## src/rtl/adc_axil_pkg.sv

```systemverilog
// Purpose: shared types, response codes and address decode helper for the ADC AXI-Lite write register file.
// Latency: n/a (types and pure functions only).
// Backpressure: n/a.
package adc_axil_pkg;

    typedef enum logic [1:0] {
        IDLE  = 2'd0,
        WRITE = 2'd1,
        RESP  = 2'd2
    } wr_state_t;

    localparam logic [1:0] RESP_OKAY   = 2'b00;
    localparam logic [1:0] RESP_SLVERR = 2'b10;

    // Register index of a byte address: keep only the decoded low bits, drop the byte offset.
    function automatic logic [31:0] axil_idx(input logic [31:0] addr, input int unsigned addr_w);
        logic [31:0] mask;
        mask = (addr_w >= 32) ? 32'hFFFF_FFFF : ((32'd1 << addr_w) - 32'd1);
        return (addr & mask) >> 2;
    endfunction

endpackage

```

## src/rtl/adc_axil_wr_reg.sv

```systemverilog
// Purpose: one 32-bit register with byte-strobe merge, reset value, self-clearing pulse bits and write strobe.
// Latency: wr_en on edge n -> q and stb updated on edge n; pulse bits clear on the following edge.
// Backpressure: none; a write is taken whenever wr_en is high.
//
// Ports: ACLK/ARESETN clock and async active-low reset; wr_en/wr_data/wr_strb commit request;
//        q current value; stb one-cycle strobe marking the first cycle a new value is visible.
module adc_axil_wr_reg
    import adc_axil_pkg::*;
#(
    parameter logic [31:0] RESET_VAL  = 32'h0,
    parameter logic [31:0] PULSE_MASK = 32'h0
) (
    input  logic        ACLK,
    input  logic        ARESETN,
    input  logic        wr_en,
    input  logic [31:0] wr_data,
    input  logic [3:0]  wr_strb,
    output logic [31:0] q,
    output logic        stb
);

    logic [31:0] merged;

    always_comb begin
        merged = q;
        for (int b = 0; b < 4; b++) begin
            if (wr_strb[b]) begin
                merged[8*b +: 8] = wr_data[8*b +: 8];
            end
        end
    end

    // Pulse bits never come out of reset set; they are high only in the cycle after a write of 1.
    always_ff @(posedge ACLK or negedge ARESETN) begin
        if (!ARESETN) begin
            q   <= RESET_VAL & ~PULSE_MASK;
            stb <= 1'b0;
        end else begin
            stb <= wr_en;
            if (wr_en) begin
                q <= merged;
            end else begin
                q <= q & ~PULSE_MASK;
            end
        end
    end

endmodule

```

## src/rtl/adc_axil_wr_regfile.sv

```systemverilog
// Purpose: AXI4-Lite write-channel register file of NREG 32-bit registers with byte strobes and SLVERR decode.
// Latency: AW+W both accepted on edge t -> regs/wr_stb/BVALID on edge t+1; 3 cycles minimum per write.
// Backpressure: AWREADY/WREADY drop once their beat is held and stay low until the B handshake completes.
//
// Ports: ACLK/ARESETN clock and async active-low reset; AW*, W*, B* AXI4-Lite write channels;
//        regs flat register contents (reg i at [32i+31:32i]); wr_stb per-register commit strobe.
module adc_axil_wr_regfile
    import adc_axil_pkg::*;
#(
    parameter int                  NREG       = 8,
    parameter int                  ADDR_W     = 8,
    parameter logic [NREG-1:0]     WR_MASK    = '1,
    parameter logic [NREG*32-1:0]  RESET_VAL  = '0,
    parameter logic [31:0]         PULSE_MASK = 32'h1
) (
    input  logic                 ACLK,
    input  logic                 ARESETN,
    input  logic [31:0]          AWADDR,
    input  logic                 AWVALID,
    output logic                 AWREADY,
    input  logic [31:0]          WDATA,
    input  logic [3:0]           WSTRB,
    input  logic                 WVALID,
    output logic                 WREADY,
    output logic [1:0]           BRESP,
    output logic                 BVALID,
    input  logic                 BREADY,
    output logic [NREG*32-1:0]   regs,
    output logic [NREG-1:0]      wr_stb
);

    wr_state_t       state;
    logic            aw_held;
    logic            w_held;
    logic [31:0]     aw_addr_q;
    logic [31:0]     w_data_q;
    logic [3:0]      w_strb_q;

    logic            aw_hs;
    logic            w_hs;
    logic [31:0]     idx;
    logic [NREG-1:0] hit;
    logic            addr_ok;
    logic            wr_ok;
    logic [NREG-1:0] wr_en;

    // READY is only ever high in IDLE, so a handshake implies IDLE.
    assign aw_hs = AWVALID && AWREADY;
    assign w_hs  = WVALID && WREADY;

    // Decode runs off the captured address; it only matters during the WRITE cycle.
    // hit is one-hot for in-range indices and all-zero otherwise, which also covers idx >= NREG.
    always_comb begin
        idx = axil_idx(aw_addr_q, ADDR_W);
        for (int i = 0; i < NREG; i++) begin
            hit[i] = (idx == 32'(i));
        end
        addr_ok = (aw_addr_q[1:0] == 2'b00) && ((aw_addr_q >> ADDR_W) == 32'd0);
        wr_ok   = addr_ok && (|(hit & WR_MASK));
        wr_en   = ((state == WRITE) && wr_ok) ? hit : '0;
    end

    always_ff @(posedge ACLK or negedge ARESETN) begin
        if (!ARESETN) begin
            state     <= IDLE;
            aw_held   <= 1'b0;
            w_held    <= 1'b0;
            aw_addr_q <= 32'h0;
            w_data_q  <= 32'h0;
            w_strb_q  <= 4'h0;
            AWREADY   <= 1'b1;
            WREADY    <= 1'b1;
            BVALID    <= 1'b0;
            BRESP     <= RESP_OKAY;
        end else begin
            case (state)
                IDLE: begin
                    if (aw_hs) begin
                        aw_held   <= 1'b1;
                        aw_addr_q <= AWADDR;
                        AWREADY   <= 1'b0;
                    end
                    if (w_hs) begin
                        w_held   <= 1'b1;
                        w_data_q <= WDATA;
                        w_strb_q <= WSTRB;
                        WREADY   <= 1'b0;
                    end
                    if ((aw_held || aw_hs) && (w_held || w_hs)) begin
                        state   <= WRITE;
                        AWREADY <= 1'b0;
                        WREADY  <= 1'b0;
                    end
                end
                WRITE: begin
                    BVALID <= 1'b1;
                    BRESP  <= wr_ok ? RESP_OKAY : RESP_SLVERR;
                    state  <= RESP;
                end
                RESP: begin
                    if (BREADY) begin
                        BVALID  <= 1'b0;
                        BRESP   <= RESP_OKAY;
                        aw_held <= 1'b0;
                        w_held  <= 1'b0;
                        AWREADY <= 1'b1;
                        WREADY  <= 1'b1;
                        state   <= IDLE;
                    end
                end
                default: begin
                    state <= IDLE;
                end
            endcase
        end
    end

    // Only register 0 carries self-clearing pulse bits.
    for (genvar i = 0; i < NREG; i++) begin : g_reg
        adc_axil_wr_reg #(
            .RESET_VAL  (RESET_VAL[32*i +: 32]),
            .PULSE_MASK ((i == 0) ? PULSE_MASK : 32'h0)
        ) u_reg (
            .ACLK    (ACLK),
            .ARESETN (ARESETN),
            .wr_en   (wr_en[i]),
            .wr_data (w_data_q),
            .wr_strb (w_strb_q),
            .q       (regs[32*i +: 32]),
            .stb     (wr_stb[i])
        );
    end

endmodule

```

## config.mk

```make
export PLATFORM = sky130hd
export DESIGN_NAME = adc_axil_wr_regfile
export DESIGN_NICKNAME = d
export VERILOG_FILES = /design/src/rtl/adc_axil_pkg.sv /design/src/rtl/adc_axil_wr_reg.sv /design/src/rtl/adc_axil_wr_regfile.sv
export SDC_FILE = /design/constraint.sdc
export NUM_CORES = 1
export LEC_CHECK = 0
export ABC_CLOCK_PERIOD_IN_PS = 2200
export CORE_ASPECT_RATIO = 1.5
export CORE_MARGIN = 2
export CORE_UTILIZATION = 44
export DETAILED_ROUTE_END_ITERATION = 12
export PLACE_DENSITY = 0.88
export REMOVE_ABC_BUFFERS = 1
export SYNTH_ARGS = -nofsm -noshare
export SYNTH_HDL_FRONTEND = slang
export SYNTH_SLANG_ARGS = --single-unit
```

## constraint.sdc

```tcl
create_clock -name ACLK -period 2.2 [get_ports ACLK]
set_input_delay 0.33 -clock ACLK [delete_from_list [all_inputs] [get_ports ACLK]]
set_output_delay 0.33 -clock ACLK [all_outputs]
set_load 0.05 [all_outputs]
```

Fig. 1: run 1, M1 wires
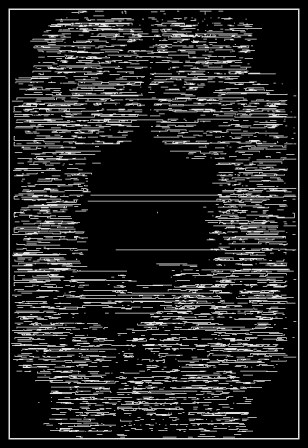
The wires run mostly horizontal. The layer carries 14800 um of wire.
met1 GRT Util: 26.6%
vias post-DR: 8751
final WL: 40.3 mm

Fig. 2: run 1, met2 routing
Bar = 50 um. Cells faint in the background.
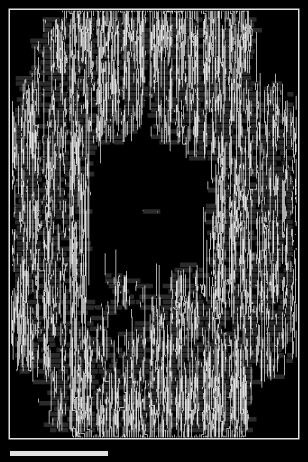
1270 nets have wire on it. The layer carries 21.5 mm of wire.
met2 usage: 43.2%

Fig. 3: run 1, met3 routing
Bar = 50 um.
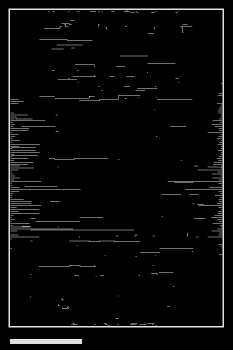
The longest straight run is 71.5 um. The layer holds 4.5% of the routed length. The layer carries 1800 um of wire. 209 nets have wire on it.
global-route met3 utilization: 4.51%

==> run 1: repair_timing <==
item | 4_1_cts | 5_1_grt
endpoints found under the setup margin | 232 | 255
setup buffers | 0 | 2
pin swaps | 0 | 35
gates cloned | 0 | 2
hold buffers | 1 | 0
resized | 129 | 102
hold endpoints to repair | 51 | 0
==> run 1: cell usage after synthesis (all sizes together) <==
master,n
or3,2
nor3,12
dfstp,2
buf,21
nand3,1
mux2,323
nand2,17
mux2i,1
or3b,1
or2,1
a21o,2
nor2,3
dfrtp,338
nor4,39
o211a,1
nand2b,1
nand4,2
nor3b,1
nor4b,1
nand3b,2
inv,2
conb,1
clkbuf,7
a21oi,5
o21ai,1
or4,1
==> run 1: metal layers <==
metal / share of wire [%] / vias up / track usage, % / routed length (um)
met5: 0 / - / 0 / 0
met4: 5.5 / 0 / 12.5 / 2210
met3: 4.5 / 120 / 4.51 / 1800
met2: 53 / 317 / 43.2 / 21500
met1: 37 / 4582 / 26.6 / 14800
li1: - / 3732 / - / -
==> run 1: flip-flops by register name (all words and copies together) (netlist names) <==
| register | count |
|---|---|
| g.u_reg.q | 256 |
| WREADY | 1 |
| AWREADY | 1 |
| w_data_q | 32 |
| w_strb_q | 4 |
| BVALID | 1 |
| w_held | 1 |
| state | 2 |
| aw_addr_q | 32 |
| g.u_reg.stb | 8 |
| BRESP | 1 |
| aw_held | 1 |
==> run 1: layout make-up <==
type,instances,area [um^2]
Clock buffer,46,1010
Antenna cell,1,2.50
Timing Repair Buffer,430,4460
Inverter,2,7.51
Fill cell,1964,9990
Tap cell,400,500
Multi-Input combinational cell,418,5610
Sequential cell,340,8510
Clock inverter,16,155
==> results.py, run 1 <==
# Auto-generated metrics
metrics = {
    "sta": {
        "slew_violations": 0,
        "relSlewSlack_pct": 58.8,
        "skew_ns": 0.0122,
        "setup_ws_ns": -0.0742,
        "finalHoldViolCount": 0,
        "setup_viol": 33,
        "whs_ns": 0.378,
        "fmax_mhz": 440,
    },
    "critical_path": {
        "crit_chain": "nor4b_4 > nand4_4 > buf_12 > buf_12 > nor4_4 > buf_4 > mux2_4",
        "r2r_end": "g_reg[1].u_reg.q[25]$_DFFE_PN0P_",
        "crit_path_max_fanout": 8,
        "slowest_delay_ns": 0.45,
        "r2r_cells": 7,
        "startpoint": "aw_addr_q[6]$_DFFE_PN0P_",
        "slowest_stage": "dfrtp_2",
        "reg2reg_slack_ns": -0.07,
        "endpoint_kind": "flop",
    },
    "logic_synthesis": {
        "synth-seq-cells": 340,
        "ys_top_logic_family": "multiplexers",
        "syn_inst": 788,
        "area_leaders": "dfrtp_1 (63%), mux2_2 (25%), nor4_4 (5.0%), mux2_4 (2.7%), buf_4 (0.67%)",
        "synth.cell_area_um2": 13500,
        "yosysWarnings": 0,
        "ys_cells": 788,
        "ys_sh_aoi_pct": 0.408,
        "synth_chip_area_um2": 13500,
        "synthDistinctLibCells": 34,
    },
    "routing": {
        "viasPerCell": 5.29,
        "initialDrtViolationCount": 344,
        "wl_per_cell_um": 24.4,
        "firstDrtPassIters": 4,
        "drcViolationCount": 0,
    },
    "run_status": {
        "outcome": "complete, but fails checks",
        "violations": "setup timing",
    },
    "place": {
        "numPortBuffers": 340,
        "routabilityCongestion": 0.823,
        "hpwl_mm": 26.2,
    },
    "power_and_ir_drop": {
        "power.internal_mw": 11.7,
        "total_power_mw": 16.8,
        "powerSeq_mw": 8.21,
    },
    "floorplan": {
        "num_rows": 78,
        "die-area_um2": 32100,
        "fp_util_pct": 44.6,
        "die_w_um": 147,
    },
    "clock_network": {
        "clock-sinks": 340,
        "cts_tree": "yes",
    },
    "finish": {
        "fin_nets": 1299,
        "final_util_pct": 67.0,
        "finalNonFillerCells": 1653,
    },
    "grt": {
        "grt_pass1_vias": 9536,
    },
}
Fig. 4: run 1, routing congestion map
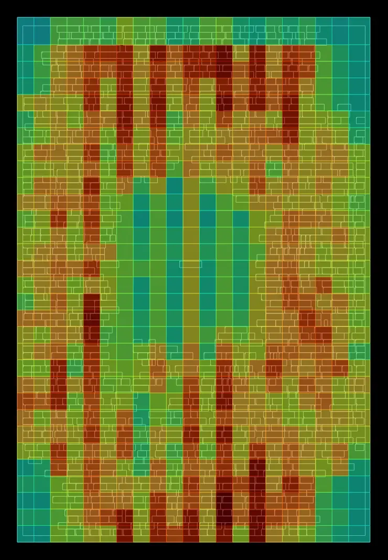

--- run 2 (diff from run 1) ---
--- a/config.mk
+++ b/config.mk
@@ -5,10 +5,11 @@
 export SDC_FILE = /design/constraint.sdc
 export NUM_CORES = 1
 export LEC_CHECK = 0
+export ABC_AREA = 1
 export ABC_CLOCK_PERIOD_IN_PS = 2200
 export CORE_ASPECT_RATIO = 1.5
 export CORE_MARGIN = 2
-export CORE_UTILIZATION = 44
+export CORE_UTILIZATION = 45
 export DETAILED_ROUTE_END_ITERATION = 12
 export PLACE_DENSITY = 0.88
 export REMOVE_ABC_BUFFERS = 1
Fig. 5: run 2, routing congestion map
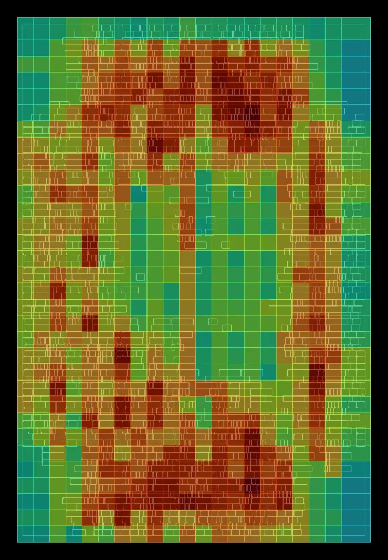
layer with the highest usage: met2
met1 GRT Util: 29.3%
global-route met3 utilization: 5.89%
Tot GR Track Use: 26.3%

==> run 2 against run 1 <==
The run now ends clean. Combinational power increased by 9.5%. Sequential power is 3.3% higher. Setup slack better by 0.12 ns. Largest cell class unchanged. Largest power group unchanged.
==> results.py, run 2 <==
# Auto-generated metrics
metrics = {
    "critical_path": {
        "slowest_delay_ns": 0.85,
        "reg2reg_slack_ns": 0.17,
        "endpoint_kind": "output port",
        "slowest_stage": "clkdlybuf4s50_1",
        "crit_path_max_fanout": 2,
        "r2r_end": "g_reg[3].u_reg.q[9]$_DFFE_PN0P_",
        "crit_chain": "clkdlybuf4s50_1",
    },
    "finish": {
        "reg_top3": "g.u_reg.q (256), aw_addr_q (32), w_data_q (32)",
        "finalNonFillerCells": 2166,
        "largest_reg_flops": 256,
        "antenna_cells": 0,
    },
    "clock_network": {
        "cts-resized-gates": 2,
        "clock-sinks": 340,
        "cts_hold_buf": 1,
        "post-cts-setup-buffers": 0,
    },
    "routing": {
        "viasPerCell": 5.76,
        "initialDrtViolationCount": 1038,
        "firstDrtPassIters": 7,
        "wl_mm": 44.5,
        "wl_per_cell_um": 20.5,
        "vias": 12500,
    },
    "logic_synthesis": {
        "top_cell": "nand2_1",
        "synth-seq-cells": 340,
        "synth-main-ff-cell": "dfrtp_1",
        "yosysWarnings": 0,
        "syn_inst": 1441,
        "synthDistinctLibCells": 30,
        "synth_chip_area_um2": 14500,
        "ys_cells": 1441,
        "async_flop_share_pct": 100,
    },
    "sta": {
        "fmax_mhz": 463,
        "slew_violations": 0,
        "setup_ws_ns": 0.0421,
        "setup_viol": 0,
        "finalHoldViolCount": 0,
        "relSlewSlack_pct": 59.3,
    },
    "place": {
        "hpwl_mm": 30.7,
        "numPortBuffers": 340,
    },
    "run_status": {
        "outcome": "finished clean",
    },
    "floorplan": {
        "die_w_um": 150,
        "num_rows": 80,
        "die-area_um2": 33600,
    },
    "power_and_ir_drop": {
        "power.internal_mw": 11.5,
        "total_power_mw": 17.3,
    },
}
## run 2: metal layers
metal	vias to the layer above	share of wire [%]
li1	5479	-
met1	6112	34
met2	706	51
met3	189	8.1
met4	0	7.2
met5	-	0
## run 2: worst max path at each step
stage                                                 from                               end  slack (ns)  cells past startpoint
final                     g_reg[3].u_reg.q[18]$_DFFE_PN0P_                         regs[114]        0.04                      1
after global routing      g_reg[3].u_reg.q[18]$_DFFE_PN0P_                         regs[114]        0.02                      1
after CTS                 g_reg[4].u_reg.q[11]$_DFFE_PN0P_                         regs[139]        0.08                      1
after detailed placement          aw_addr_q[7]$_DFFE_PN0P_  g_reg[3].u_reg.q[22]$_DFFE_PN0P_        0.14                     10
after global placement                state[1]$_DFFE_PN0P_  g_reg[3].u_reg.q[20]$_DFFE_PN0P_        0.26                     10
after floorplan                   aw_addr_q[5]$_DFFE_PN0P_  g_reg[3].u_reg.q[24]$_DFFE_PN0P_       -1.75                      8
## run 2: cells by family after synthesis
kind of cell / count (synthesis) / synth area share [%]
AOI/OAI and AO/OA: 9 / 0.320
buffers and inverters: 147 / 5.32
DFF: 340 / 58.9
muxes: 63 / 4.91
other: 1 / 0.0259
and+or+nand+nor: 881 / 30.6
## run 2: cell type report
cell class | instances | area (um^2)
flip-flops and latches | 340 | 8520
repair buffers | 391 | 4050
multi-input cells | 954 | 5210
well taps | 410 | 513
clock buffers | 50 | 1070
clock inverters | 10 | 87.6
inverters | 11 | 41.3
fillers | 2328 | 12200
## run 2: power groups by stage
stage / sequential [mW] / combinational [mW] / clock [mW]
finish: 8.48 / 2.87 / 5.96
global route: 8.54 / 3.08 / 6.30
CTS: 8.40 / 2.85 / 6.05
detailed placement: 8.51 / 2.83 / 0
global placement: 8.44 / 2.72 / 0
floorplan: 8.40 / 1.23 / 0
Power figures rest on the tool's default switching activity, not on a simulated workload.
